==> config.mk <==
export PLATFORM = sky130hd
export DESIGN_NAME = instr_fetch
export DESIGN_NICKNAME = d
export VERILOG_FILES = /design/src/rtl/cpu_pkg.sv /design/src/rtl/instr_mem.sv /design/src/rtl/instr_fetch.sv
export SDC_FILE = /design/constraint.sdc
export NUM_CORES = 1
export LEC_CHECK = 0
export CAP_MARGIN = 20
export CORE_UTILIZATION = 35
export DETAILED_ROUTE_END_ITERATION = 16
export PLACE_DENSITY_LB_ADDON = 0.05
export SLEW_MARGIN = 20
export SYNTH_ARGS = -nofsm -noshare
export SYNTH_HDL_FRONTEND = slang
export SYNTH_SLANG_ARGS = --single-unit
==> constraint.sdc <==
create_clock -name clk -period 6.2 [get_ports clk]
set_clock_uncertainty 0.15 [all_clocks]
set_input_delay 0.93 -clock clk [delete_from_list [all_inputs] [get_ports clk]]
set_output_delay 0.93 -clock clk [all_outputs]
set_load 0.02 [all_outputs]
Fig. 1: wires at chosen ports, followed through buffers
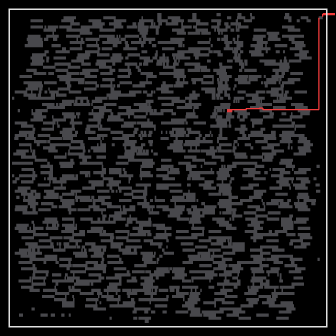
`halted` -> red  # bits 1, direction output, edge right, end cells 1, buffers 1, wire 165 um
I/O Pins: 56
PortBufs: 55

Fig. 2: the metal 3 layer
The bar under the picture is 100 um long.
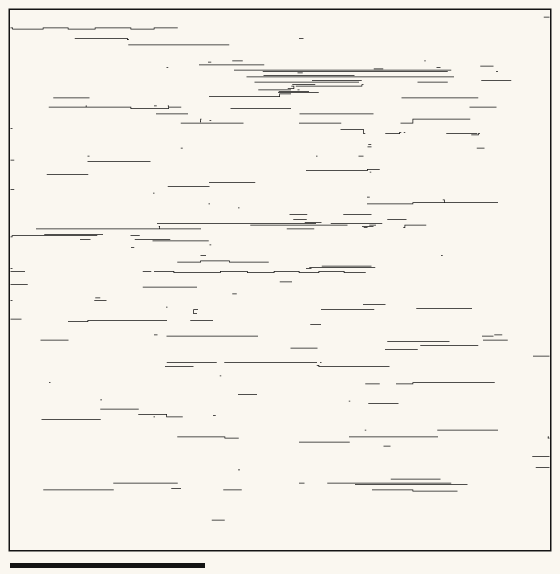
share of all routed wire = 4.4%
wire length on this layer = 3240 um
nets with wire on the layer = 92
via count: 14.2k
DRT Wirelength: 73.9 mm
M3 GR Usage: 0.0337

Fig. 3: cell area per tile
The die is cut into 28 by 28 equal tiles; black is low, pale yellow is high, 0 to 100% covered.
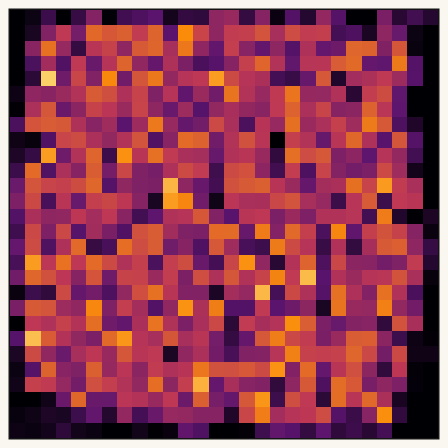
nearly empty tiles = 6.4%
fullest tile = 90%
tiles over 75% full = 2.4%
mean over tiles = 38%
Starting Density: 0.355
Core ar.: 0.0747 mm^2

Fig. 4: gate-type map
The bar under the picture is 100 um long.
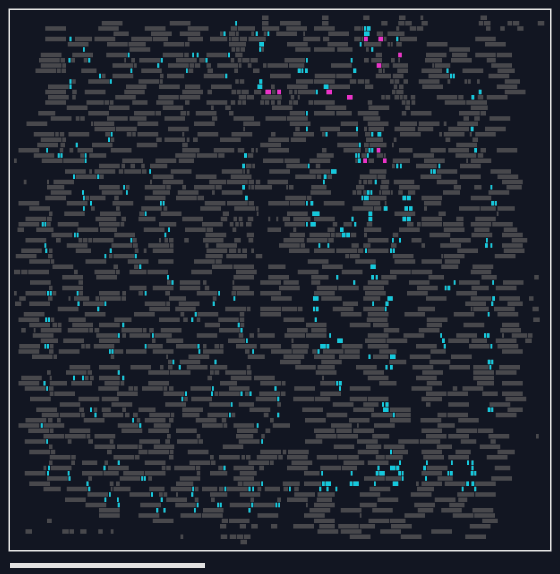
nand cells -> cyan  # cells 318, where all over the die
and/or cells -> magenta  # cells 11
Final Instance Count excl. Fillers: 2686
fraction of area in multi-input gates: 0.203
most frequent logic cell in the layout: edfxtp_1

==> metrics.yaml <==
outcome:
  outcome: "completed"
sta:
  rsz0062_at_grt: "no"
  tightest_slew_ns: 1.12
  finalClockPeriodUsage: 0.642
  final_hold_viol_count: 0
  postLayoutSetupSlackWorst_ns: 2.22
drt:
  top_layer_used: "met5"
  wl_met1_mm: 34.3
  dr.pass1.iters: 5
  via_per_inst: 5.30
  drc: 0
clock_network:
  cts_tree: "built"
  clockRootBuffer: "clkbuf_16"
  clk_latency_ns: 0.61
  cts_resized: 0
  cts_made_buffers: 77
  clock-sinks: 669
floorplanning:
  rows: 100
  dieArea_mm2: 0.0769
  die_height_um: 277
cells_and_area:
  drive_above_1_share: 0.186
  finalInstanceArea_mm2: 0.0308
  final_util: 0.412
worst_setup_path:
  cp_cell_sequence: "buf_4, buf_4, mux2_2, o211ai_1, a32oi_1, a22oi_2, nor4_1, a211oi_1"
  critPathMaxFanout: 71
  cpMostUsedCell: "buf_4"
  slowest_delay_ns: 0.78
power_and_ir_drop:
  peakVddDrop_mv: 0.232
global_routing:
  grtUsageTotal: 0.195
  grt_max_degree: 72
  antenna_found_initial: 1
synthesis:
  ff_type: "edfxtp_1"
  synth_cell_types: 51
  yosys_area_mm2: 0.0265
  synth-warning-count: 0
  yosysTopAreaCell: "edfxtp_1"
  yosysTopAreaCellShare: 0.724
worst_hold_path:
  hold_class: "register to register"
[synth_stat cells (12+ instances only)]
library cell and count:
nor2b_1 66, nand4b_1 15, nand2_1 243, mux2i_1 15, mux4_2 89, dfrtp_1 29
a31oi_1 67, nand4_1 12, clkbuf_1 35, edfxtp_1 640, o221ai_1 18, nand3_1 42
o21ai_0 17, a211oi_1 64, a22oi_1 14, buf_4 12, nor2_1 49, buf_2 41
[final cells by class]
class                      count  area share
clock buffer                 108      0.0704
clock inverter                24     0.00643
tap                          969      0.0394
multi-input combinational    799       0.203
sequential                   669       0.649
timing repair buffer         111      0.0312
inverter                       5    0.000610
antenna                        1   0.0000814
[cells by family (layout without fill, tap and decap cells)]
family | after synthesis | count (layout) | synth area share
flops | 669 | 669 | 0.751
simple gates | 458 | 458 | 0.0802
compound gates | 215 | 215 | 0.0572
mux | 115 | 115 | 0.0858
buf+inv | 108 | 248 | 0.0209
fa+ha+maj | 6 | 6 | 0.00283
xor+xnor | 5 | 5 | 0.00165
other cells | 0 | 1 | 0
[where the power goes]
part	switching [uW]	internal [uW]
sequential	121	5100
combinational	1640	1020
clock	1770	2550
[per-stage QoR]
stage	total power [uW]	std cells
after floorplan	7060	1576
after global placement	8040	2553
after detailed placement	8040	2553
after CTS	12400	2685
after global routing	12700	2685
final	12200	2686
[metal layers]
metal  up-vias  GRT usage
li1       6392          -
met2       281      0.313
met5         -          0
met3        85     0.0337
met4         2     0.0490
met1      7482      0.274
[critical path, delay by kind of cell (launching register included)]
family	cells	cell delay, ns
buffers and inverters	2	1.54
AOI/OAI and AO/OA	4	0.96
DFF	1	0.71
muxes	1	0.41
and+or+nand+nor	1	0.07
Power is estimated from default activity; no workload was simulated.
